[src/rtl/alu_pkg.sv]
// Shared constants for the sequential slice adder: FSM encodings and the
// WIDTH/SLICE legality check.
package alu_pkg;

    localparam logic [1:0] ST_IDLE = 2'd0;
    localparam logic [1:0] ST_RUN  = 2'd1;
    localparam logic [1:0] ST_DONE = 2'd2;

    // WIDTH must be a positive whole number of slices.
    function automatic bit slice_cfg_legal(input int width, input int slice);
        return (slice > 0) && (width >= slice) && ((width % slice) == 0);
    endfunction

endpackage

[src/rtl/adder_slice.sv]
// SLICE-bit combinational ripple adder; also exposes the carry into the
// slice MSB so the parent can derive signed overflow.
module adder_slice #(
    parameter int SLICE = 4
) (
    input  logic [SLICE-1:0] a_i,
    input  logic [SLICE-1:0] b_i,
    input  logic             cin_i,
    output logic [SLICE-1:0] sum_o,
    output logic             cout_o,
    output logic             cmsb_o
);

    logic [SLICE:0] c;

    always_comb begin
        c    = '0;
        sum_o = '0;
        c[0] = cin_i;
        for (int i = 0; i < SLICE; i++) begin
            sum_o[i] = a_i[i] ^ b_i[i] ^ c[i];
            c[i+1]   = (a_i[i] & b_i[i]) | (c[i] & (a_i[i] ^ b_i[i]));
        end
    end

    assign cout_o = c[SLICE];
    assign cmsb_o = c[SLICE-1];

endmodule

[src/rtl/seq_slice_adder.sv]
// Multi-cycle adder/subtractor: one SLICE-bit chunk per RUN cycle, carry held
// in a register between cycles; results only update on the done cycle.
module seq_slice_adder
    import alu_pkg::*;
#(
    parameter int WIDTH = 16,
    parameter int SLICE = 4
) (
    input  logic             clk,
    input  logic             rst_n,
    input  logic             start,
    input  logic             sub,
    input  logic [WIDTH-1:0] A,
    input  logic [WIDTH-1:0] B,
    input  logic             C0,
    output logic             busy,
    output logic             done,
    output logic [WIDTH-1:0] F,
    output logic             Cout,
    output logic             Ovf
);

    localparam int NSL   = WIDTH / SLICE;
    localparam int CNT_W = (NSL > 1) ? $clog2(NSL) : 1;
    localparam bit LEGAL = slice_cfg_legal(WIDTH, SLICE);

    if (!LEGAL) begin : g_bad_cfg
        $error("seq_slice_adder: WIDTH must be a positive multiple of SLICE");
    end

    logic [1:0]       state_q, state_d;
    logic [CNT_W-1:0] idx_q;
    logic             carry_q;
    logic [WIDTH-1:0] a_q, b_q;
    logic [WIDTH-1:0] part_q, part_d;
    logic [WIDTH-1:0] f_q;
    logic             cout_q, ovf_q;

    logic [SLICE-1:0] s_sum;
    logic             s_cout, s_cmsb;
    logic             accept, last;

    assign accept = start && ((state_q == ST_IDLE) || (state_q == ST_DONE));
    assign last   = (idx_q == CNT_W'(NSL - 1));

    adder_slice #(.SLICE(SLICE)) u_slice (
        .a_i    (a_q[idx_q*SLICE +: SLICE]),
        .b_i    (b_q[idx_q*SLICE +: SLICE]),
        .cin_i  (carry_q),
        .sum_o  (s_sum),
        .cout_o (s_cout),
        .cmsb_o (s_cmsb)
    );

    always_comb begin
        state_d = state_q;
        case (state_q)
            ST_IDLE: if (start) state_d = ST_RUN;
            ST_RUN:  if (last)  state_d = ST_DONE;
            ST_DONE: state_d = start ? ST_RUN : ST_IDLE;
            default: state_d = ST_IDLE;
        endcase
    end

    // The final slice is merged combinationally so F loads the full word at once.
    always_comb begin
        part_d = part_q;
        part_d[idx_q*SLICE +: SLICE] = s_sum;
    end

    always_ff @(posedge clk) begin
        if (!rst_n) begin
            state_q <= ST_IDLE;
            idx_q   <= '0;
            carry_q <= 1'b0;
            f_q     <= '0;
            cout_q  <= 1'b0;
            ovf_q   <= 1'b0;
        end else begin
            state_q <= state_d;
            if (accept) begin
                idx_q   <= '0;
                carry_q <= sub | C0;
            end else if (state_q == ST_RUN) begin
                idx_q   <= idx_q + 1'b1;
                carry_q <= s_cout;
                if (last) begin
                    f_q    <= part_d;
                    cout_q <= s_cout;
                    ovf_q  <= s_cout ^ s_cmsb;
                end
            end
        end
    end

    // Operand and partial-sum storage needs no reset: every bit is rewritten
    // before it can reach an output.
    always_ff @(posedge clk) begin
        if (accept) begin
            a_q <= A;
            b_q <= sub ? ~B : B;
        end
        if (state_q == ST_RUN) begin
            part_q <= part_d;
        end
    end

    assign busy = (state_q == ST_RUN);
    assign done = (state_q == ST_DONE);
    assign F    = f_q;
    assign Cout = cout_q;
    assign Ovf  = ovf_q;

endmodule
[config.mk]
export PLATFORM = sky130hd
export DESIGN_NAME = seq_slice_adder
export DESIGN_NICKNAME = d
export VERILOG_FILES = /design/src/rtl/alu_pkg.sv /design/src/rtl/adder_slice.sv /design/src/rtl/seq_slice_adder.sv
export SDC_FILE = /design/constraint.sdc
export NUM_CORES = 1
export LEC_CHECK = 0
export CORE_UTILIZATION = 50
export DETAILED_ROUTE_END_ITERATION = 10
export GPL_TIMING_DRIVEN = 0
export HOLD_SLACK_MARGIN = 0.03
export PLACE_DENSITY = 0.87
export SETUP_SLACK_MARGIN = 0.5
export SLEW_MARGIN = 20
export SYNTH_ARGS = -nofsm -noshare
export SYNTH_HDL_FRONTEND = slang
export SYNTH_HIERARCHICAL = 1
export SYNTH_SLANG_ARGS = --single-unit
[constraint.sdc]
create_clock -name clk -period 5.6 [get_ports clk]
set_input_delay 1.12 -clock clk [delete_from_list [all_inputs] [get_ports clk]]
set_output_delay 1.12 -clock clk [all_outputs]
set_load 0.02 [all_outputs]
==> run_1/final_congestion.png <==
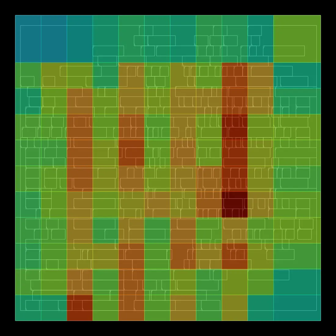
GRT Max-Usage Layer: met2
GR Layer Usage met2: 34.3%
routing usage on met1: 24.1%
Util after Layout: 66.8%

==> run_1/gate_families.png <==
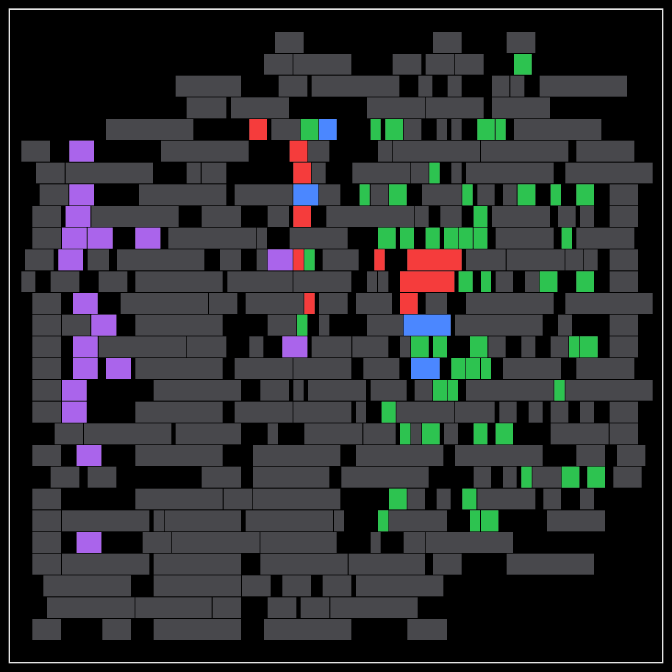
NOR gates -> red  # cells 10, most used nor2b_1
XOR/XNOR gates -> purple  # cells 18, most used xor2_1, where middle left
NAND gates -> green  # cells 51, most used nand2_1
AND and OR gates -> blue  # cells 4

==> run_1/cell_classes.png <==
Bar = 20 microns.
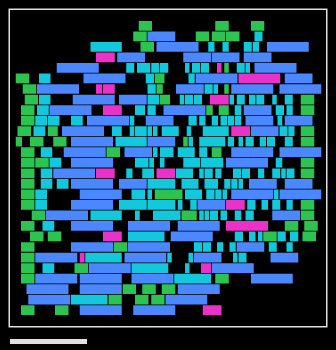
other buffers and delay cells -> green  # cells 68
all other logic -> cyan  # cells 151
clock drivers and dummy loads -> magenta  # cells 16
flip-flops -> blue  # cells 71
placeable core region: 0.00603 sq mm
sequential share of cell area: 47.2%
final non-filler cell area: 0.00403 sq mm
Row Count: 28

==> run_1/clock_map.png <==
Bar = 20 microns.
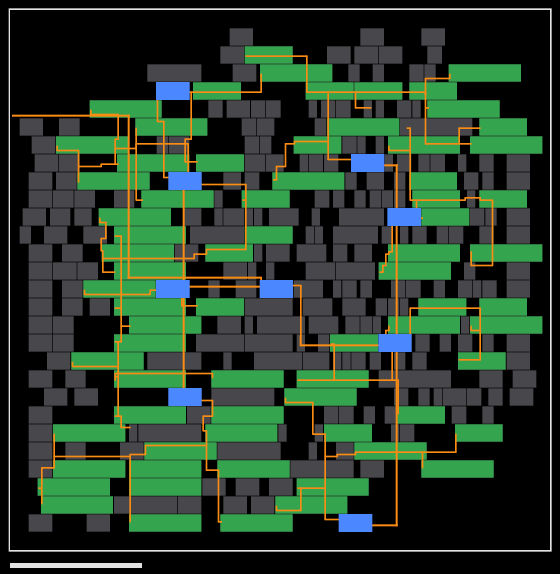
cells driving clock nets -> blue  # count 9
flip-flops -> green  # count 71
clock wires -> orange  # length 816 microns
flops lie = spread over the die
Latency at later pin: 0.34 ns
worst clock skew: 0.00862 ns
share of power burned in the clock network: 36.4%

==> results.txt, run 1 <==
Notes on the flow outputs.

- The flow ran to the end, and the final reports show no timing, DRC or antenna violations.
- The number of non-clock inverters reads 11.
- The fraction of area in multi-input gates reads 28.1%.
- The largest cell class by area reads flip-flops and latches.
- The max-capacitance violation count reads 0.
- For reference, the mux area share after synthesis is 7.23%.
- The flop count reads 71.
- The wire length the detailed router placed on met1 is 2450 microns.
- The launch point of the worst hold path is Ovf$_SDFFE_PN0P_.
- Counting endpoints that fail hold in the final report gives 0.
- The average instance area after synthesis reads 13.5 sq um.
- The via count of the first global-routing pass is 2090.
- The worst setup path is launched from a register.
- The kind of critical path is reg2reg.
- The highest metal layer carrying signal wires in the routed design is met4.
- The met3 usage reads 4.56%.
- The largest fanout of any net on the critical path reads 10.
- The number of inserted diodes is 0.
- According to the floorplan report, the total die area is 0.00666 sq mm.
- The number of H-tree levels reads 3.
- The slew at the pin closest to its max-slew limit reads 0.643 ns.
- The part of the total power dissipated in combinational logic reads 13.0%.
- The family with the most delay on the worst path is adder cells.
- The count of final setup violators reads 0.
- In this run the critical register-to-register path is captured at part_q[7]$_DFFE_PN_.
- Buffers inserted to repair hold after CTS numbered 0.
- The predominant post-synthesis flop cell is edfxtp_1.
- The depth of the worst register-to-register path is 10.
- The buffer and inverter count on the worst path is 3.
--- run 2 (diff from run 1) ---
==> constraint.sdc (replaced) <==
create_clock -name clk -period 3.2 [get_ports clk]
set_input_delay 0.64 -clock clk [delete_from_list [all_inputs] [get_ports clk]]
set_output_delay 0.64 -clock clk [all_outputs]
set_load 0.02 [all_outputs]
==> run_2/registers.png <==
Bar = 20 microns. Other sequential cells in the stronger grey, the rest of the logic in the fainter grey.
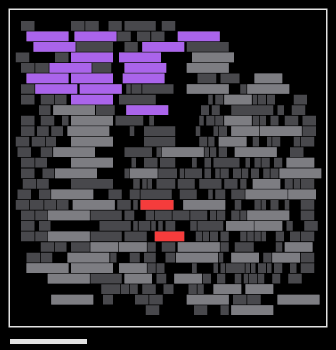
a_q -> purple  # flops 16
idx_q -> red  # flops 2
power consumed by sequential cells: 1.07 mW
Seq. cell area: 0.00191 sq mm
Util after Layout: 68.0%
sequential share of cell area: 46.5%

==> results.txt, run 2 <==
Notes on the flow outputs.

- The flow ran to the end, and the final reports show no timing, DRC or antenna violations.
- The kind of critical path is reg2reg.
- The met1 track utilization from global routing is 23.2%.
- The slew at the pin closest to its max-slew limit reads 0.639 ns.
- The commonest non-fill, non-tap cell in the layout reads clkdlybuf4s50_1.
- The largest cell class by area is flip-flops and latches.
- Max-cap violations in this run came to 0.
- The number of inserted diodes reads 0.
- The floorplan core area is 0.00603 sq mm.
- The total die area is 0.00666 sq mm.
- Looking at the power breakdown, combinational cells take 13.6% of the total.
- The worst-skew pair later-pin latency reads 0.34 ns.
- The endpoint identified for the worst register-to-register timing path is part_q[11]$_DFFE_PN_.
- The clock network is responsible for 38.1% of the overall power.
- The number of cell rows reads 28.
- Sequential cells placed in the final layout were counted as 71.
- The largest power group reads sequential cells.
- The predominant post-synthesis flop cell is edfxtp_1.
- The largest fanout of any net on the critical path reads 4.
- The met3 usage is 5.78%.
- For this block, wires on met1 add up to 2440 microns.
- The fraction of area in multi-input gates reads 27.8%.
- Per the hold report, the tightest min-delay path originates at Cout$_SDFFE_PN0P_.
- The setup clock skew after layout reads 0.00573 ns.
- The internal portion of total power is 1.70 mW.
- Counting both buffers and inverters, the worst setup path holds a total of 3.
- For met2 alone, demand over resource in global routing was 33.0%.
- After global routing, the most crowded layer is met2.
- The timing report attributes the biggest portion of critical-path delay to adder cells.
- The number of cells on the worst reg-to-reg path is 10.
- For reference, the final report shows the hold violation count at 0.
- The via count of the first global-routing pass is 2011.
- After layout, the inverter instance count without clock inverters stands at 11.
- The final cell area excluding filler cells reads 0.00410 sq mm.
- Each instance of the synthesized netlist takes up on average 13.5 sq um.
- The uppermost layer routed reads met4.
- After detailed routing, the met2 layer carries 3130 microns of wire.
- The count of final setup violators is 0.
--- run 3 (diff from run 2) ---
--- a/config.mk
+++ b/config.mk
@@ -5,11 +5,11 @@
 export SDC_FILE = /design/constraint.sdc
 export NUM_CORES = 1
 export LEC_CHECK = 0
-export CORE_UTILIZATION = 50
+export CORE_UTILIZATION = 47
 export DETAILED_ROUTE_END_ITERATION = 10
 export GPL_TIMING_DRIVEN = 0
 export HOLD_SLACK_MARGIN = 0.03
-export PLACE_DENSITY = 0.87
+export PLACE_DENSITY = 0.86
 export SETUP_SLACK_MARGIN = 0.5
 export SLEW_MARGIN = 20
 export SYNTH_ARGS = -nofsm -noshare
==> constraint.sdc (replaced) <==
create_clock -name clk -period 2.4 [get_ports clk]
set_input_delay 0.48 -clock clk [delete_from_list [all_inputs] [get_ports clk]]
set_output_delay 0.48 -clock clk [all_outputs]
set_load 0.02 [all_outputs]
==> run_3/clock_map.png <==
Bar = 20 microns.
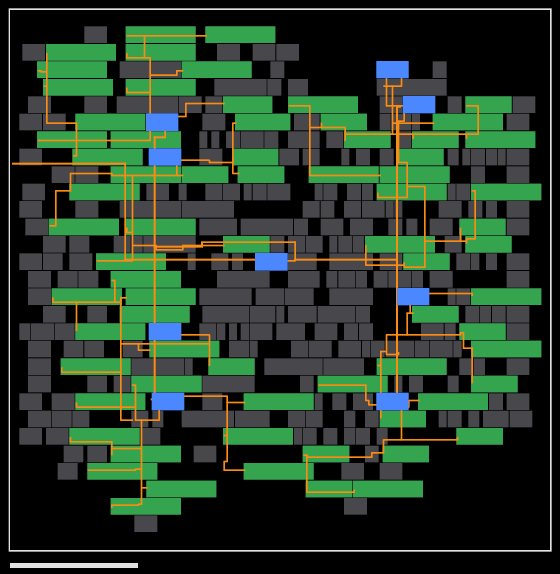
flip-flops -> green  # count 71
clock wires -> orange  # length 839 microns
cells driving clock nets -> blue  # count 9
routed clock nets = 10
flops lie = spread over the die
worst clock skew: 0.00488 ns
power in the clock group: 0.955 mW
share of power burned in the clock network: 33.3%

==> results.txt, run 3 <==
Notes on the flow outputs.

- The via count of the first global-routing pass is 2159.
- The floorplan core area reads 0.00642 sq mm.
- Routing resource usage on met1 recorded by global route was 23.6%.
- The cts-stage hold buffer count reads 0.
- The floorplan step defined a die boundary enclosing 0.00707 sq mm.
- Global routing put the most usage on met2.
- Among cell families on the critical path, the largest total delay comes from adder cells.
- The buffer and inverter count on the worst path reads 6.
- The global routing report lists met2 layer usage as 34.4%.
- The final setup slack of the worst path reads -0.483 ns.
- The startpoint class of the critical path reads a register.
- The number of inserted diodes reads 0.
- The count of final setup violators is 19.
- The routed layout reports a DRC error count of 6.
- The area taken by sequential standard cells is reported as 0.00191 sq mm.
- The checks that failed: design-rule violations, negative setup slack.
- In this run, power in flip-flops and latches comes to 1.42 mW.
- Of the total power, combinational logic draws 17.1%.
- The number of cell rows is 29.
- The flow ran to the end, but the final reports show violations.
- The launch point of the worst min-delay path is recorded as Ovf$_SDFFE_PN0P_.
Power and IR drop assume default switching activity.
